## config.mk

```make
export PLATFORM = sky130hd
export DESIGN_NAME = counter_updown_mod
export DESIGN_NICKNAME = d
export VERILOG_FILES = /design/src/rtl/counter_pkg.sv /design/src/rtl/counter_updown_mod.sv
export SDC_FILE = /design/constraint.sdc
export NUM_CORES = 1
export LEC_CHECK = 0
export CORE_ASPECT_RATIO = 0.9
export CORE_MARGIN = 2
export CORE_UTILIZATION = 50
export CTS_BUF_LIST = sky130_fd_sc_hd__clkbuf_8
export DETAILED_ROUTE_END_ITERATION = 10
export PLACE_DENSITY = 0.81
export SLEW_MARGIN = 20
export SYNTH_ARGS = -nofsm -noshare
export SYNTH_HDL_FRONTEND = slang
export SYNTH_SLANG_ARGS = --single-unit
```

## constraint.sdc

```tcl
create_clock -name clk -period 2.9 [get_ports clk]
set_input_delay 0.58 -clock clk [delete_from_list [all_inputs] [get_ports clk]]
set_output_delay 0.58 -clock clk [all_outputs]
set_load 0.005 [all_outputs]
```

## src/rtl/counter_pkg.sv

```systemverilog
// Shared types for the up/down counter family: limit-handling modes and one-shot FSM states.
package counter_pkg;

    // 2'b11 is reserved; the counter treats it exactly like MODE_WRAP.
    typedef enum logic [1:0] {
        MODE_WRAP    = 2'b00,
        MODE_SAT     = 2'b01,
        MODE_ONESHOT = 2'b10,
        MODE_RSVD    = 2'b11
    } mode_t;

    typedef enum logic {
        RUN  = 1'b0,
        DONE = 1'b1
    } state_t;

endpackage

```

## src/rtl/counter_updown_mod.sv

```systemverilog
// Up/down counter with runtime modulus, clamped parallel load and wrap/saturate/one-shot limits.
// Priority per cycle is reset > load > en; carry and done are registered alongside count.
module counter_updown_mod
    import counter_pkg::*;
#(
    parameter int unsigned N         = 8,
    parameter int unsigned RESET_VAL = 0
) (
    input  logic         clk,
    input  logic         reset,
    input  logic         en,
    input  logic         up,
    input  mode_t        mode,
    input  logic [N-1:0] max_val,
    input  logic         load,
    input  logic [N-1:0] load_data,
    output logic [N-1:0] count,
    output logic         carry,
    output logic         done,
    output logic         at_limit
);

    localparam logic [N-1:0] RESET_COUNT = N'(RESET_VAL);

    logic [N-1:0] count_q, count_d;
    logic         carry_q, carry_d;
    state_t       state_q, state_d;

    logic outOfRange;
    logic atBoundary;
    logic wrapMode;

    assign outOfRange = (count_q > max_val);
    assign atBoundary = up ? (count_q == max_val) : (count_q == '0);
    assign wrapMode   = (mode == MODE_WRAP) || (mode == MODE_RSVD);

    always_ff @(posedge clk) begin
        if (reset) begin
            count_q <= RESET_COUNT;
            carry_q <= 1'b0;
            state_q <= RUN;
        end else begin
            count_q <= count_d;
            carry_q <= carry_d;
            state_q <= state_d;
        end
    end

    // A count above max_val (e.g. after the limit was lowered) is pulled back silently, no carry.
    always_comb begin
        count_d = count_q;
        carry_d = 1'b0;
        state_d = state_q;
        if (load) begin
            count_d = (load_data > max_val) ? max_val : load_data;
            state_d = RUN;
        end else if (en && (state_q == RUN)) begin
            if (outOfRange) begin
                count_d = (up && wrapMode) ? '0 : max_val;
            end else if (atBoundary) begin
                case (mode)
                    MODE_SAT: begin
                        count_d = count_q;
                    end
                    MODE_ONESHOT: begin
                        count_d = count_q;
                        carry_d = 1'b1;
                        state_d = DONE;
                    end
                    default: begin
                        count_d = up ? '0 : max_val;
                        carry_d = 1'b1;
                    end
                endcase
            end else begin
                count_d = up ? (count_q + 1'b1) : (count_q - 1'b1);
            end
        end
    end

    always_comb begin
        count    = count_q;
        carry    = carry_q;
        done     = (state_q == DONE);
        at_limit = up ? (count_q == max_val) : (count_q == '0);
    end

endmodule

```

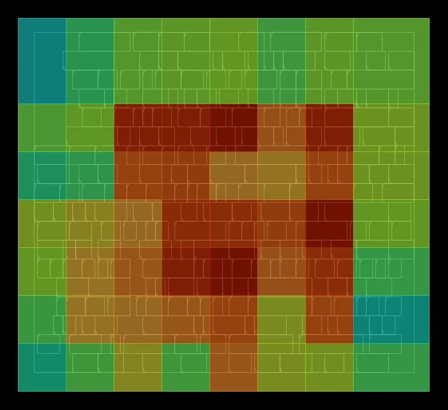
**Above:** congestion heat map.
routed length per placed instance: 18.7 um
aggregate global-route resource usage: 33.2%
met3 Use GR: 2.64%
Global Route met2 Usage: 58.4%
post-layout util: 80.8%

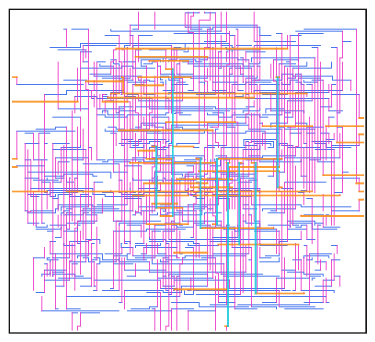
**Above:** signal wires by layer.
Scale: 6 px per um.
- orange: metal 3 (wire length 444 um)
- blue: metal 1 (wire length 2,120 um)
- magenta: metal 2 (wire length 2,440 um)
- cyan: metal 4 (wire length 138 um)

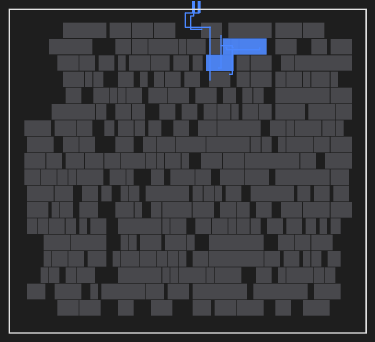
**Above:** wires at chosen ports, followed through buffers.
Scale: 6 px per um.
- blue: `mode` (bits 2; direction input; end cells 4; buffers 2; wire 42.1 um)
tally of buffers added on design ports: 33
I/O Pins: 34

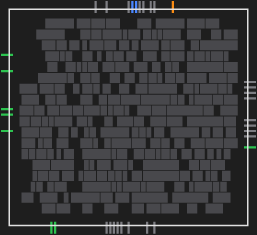
**Above:** pin placement.
Scale: 4 px per um. Pins as bars across the die edge, other pins in gray.
- orange: `carry` (pins 1; direction output; edge top)
- blue: `mode` (pins 2; direction input; edge top)
- green: `count` (pins 8; direction output; edge 5 left, 2 bottom, 1 right)
- all pins by edge: 10 top, 10 bottom, 9 right, 5 left
die extent in x: 59.2 um
overall die height: 53.7 um

==> how the worst min path moves through the flow <==
| stage | startpoint | end |
|---|---|---|
| after floorplan | count[6] | count[6] |
| after global placement | done | done |
| after detailed placement | count[6] | count[6] |
| after CTS | done | done |
| after global routing | done | done |
| final | done | done |
==> logic make-up (layout without fill, tap and decap cells) <==
group	after synthesis	in the layout	synth area share, %
xor gates and xnor gates	6	6	3.83
adders and majority gates	25	25	23.3
DFF	10	10	14.6
AOI/OAI and AO/OA	54	54	27.6
and+or+nand+nor	55	55	21.5
buffers and inverters	22	91	6.11
muxes	4	4	3.01
==> cell type report <==
class | count | area, um^2
flip-flops and latches | 10 | 200
multi-input cells | 144 | 1210
repair buffers | 69 | 602
well taps | 30 | 37.5
inverters | 19 | 71.3
clock buffers | 3 | 41.3
fillers | 190 | 515
==> per-stage QoR <==
| stage | utilization, % | setup TNS (ns) | instances |
|---|---|---|---|
| after floorplan | - | 0 | 176 |
| after global placement | 74.3 | -1.17 | 271 |
| after detailed placement | 74.3 | -2.01 | 271 |
| after CTS | 79.4 | 0 | 275 |
| after global routing | 80.8 | -0.0133 | 275 |
| final | 80.8 | 0 | 275 |
==> state kept, by name, summed over array words and instances (netlist names) <==
| register | cells |
|---|---|
| carry | 1 |
| count | 8 |
| done | 1 |
==> routing by layer <==
metal	global-route usage, %	up-vias	part of all wire (%)
met1	42.0	778	41
met2	58.4	90	47
met3	2.64	17	8.6
met5	0	-	0
met4	13.3	0	2.7
li1	-	806	-
==> layout by cell type, fill, tap and decap left out, types with 2 or more instances in the layout <==
cell type	count
mux2i_1	3
o211ai_1	2
o21ai_1	4
a21oi_1	13
a222oi_1	2
inv_1	12
a41o_1	2
dlymetal6s2s_1	3
nor3b_1	2
o21ai_0	3
nor2_1	9
nand3_1	7
xnor2_1	5
inv_2	7
ha_4	7
nor4_1	2
nand2b_1	2
a211oi_1	4
ha_1	17
o21bai_1	2
a21o_1	4
a31oi_1	2
buf_4	36
and3_1	2
nor3_1	4
a22oi_1	3
dfxtp_1	10
a21oi_2	2
nand2_1	11
clkdlybuf4s50_1	25
nand4_1	5
clkbuf_8	3
dlygate4sd2_1	5
nand3b_1	2
==> worst max-delay path: stages <==
cell,delay (ns)
clkdlybuf4s50_1,0.44
ha_1,0.33
nand4_1,0.14
nor2_2,0.07
buf_4,0.13
buf_4,0.14
or3_1,0.38
a31o_1,0.27
a222oi_1,0.29
a211oi_1,0.14
==> power by group through the flow <==
stage	sequential, uW	combinational [uW]	clock [uW]
after CTS	197	560	149
after global placement	191	517	0
after detailed placement	191	537	0
final	199	593	151
after global routing	200	644	159
after floorplan	183	302	0
==> repair_timing <==
action	CTS	global route
buffers inserted	1	0
hold buffers	0	0
endpoints found under the setup margin	5	8
pin swaps	8	6
gates resized	20	9
endpoints found under the hold margin	0	0
==> flow_results.org <==
#+TITLE: Implementation results

** Clocking
- TritonCTS built the clock tree.
- CTS clk-pin slew, worst paths :: roughly 0.05 ns
- Longest Clk Path Bufs :: 2

** Route
- For this block, the routed nets add up to 5.15 mm of wire.
- Final routed DRC violation total :: 0
- Starting DRT DRC Count :: 124
- Number of routed nets with antenna violations :: 0

** STA
- The transition time recorded at the tightest slew-check pin is between 0.5 and 0.6 ns.
- For this run, the final setup violation count is recorded as 0.
- The final timing report gives a worst setup slack of 0.104 ns.
- Final Hold Fails :: 0

** Setup path
- The critical path endpoint has a required time of 3.00 ns.
- Measured in cells, the most critical reg-to-reg path has a length of 10.

** Die
- Number of placement rows :: 18

** Synthesis
- According to the Yosys statistics, the synthesized design has a chip area of 1370 um^2.
- Yosys stat counts 176 cells in the synthesized netlist.
- The commonest register cell is dfxtp_1.
- Fraction of registers with async set or reset after synthesis :: 0%
- Yosys reported a register bit count of 10.

** Final layout
- Layout cell share with drive strength beyond 1 :: 26.1%
- Total Nets Final :: a little under 300

** Power
- Standby leakage power :: 0.00102 uW
- Combinational cells account for a little over three fifths of the total power.
- Clock network fraction of design power :: roughly 16%

** GRT
- Number of global-route vias before repair :: 1,706

** Job
- In this run the maximum-capacitance check reported violations numbering 0.

** Outcome
- Result of the run :: complete, no violations

** Place
- Summing all placed instances gives a cell area of 1990 um^2.
Power and IR drop assume default switching activity.
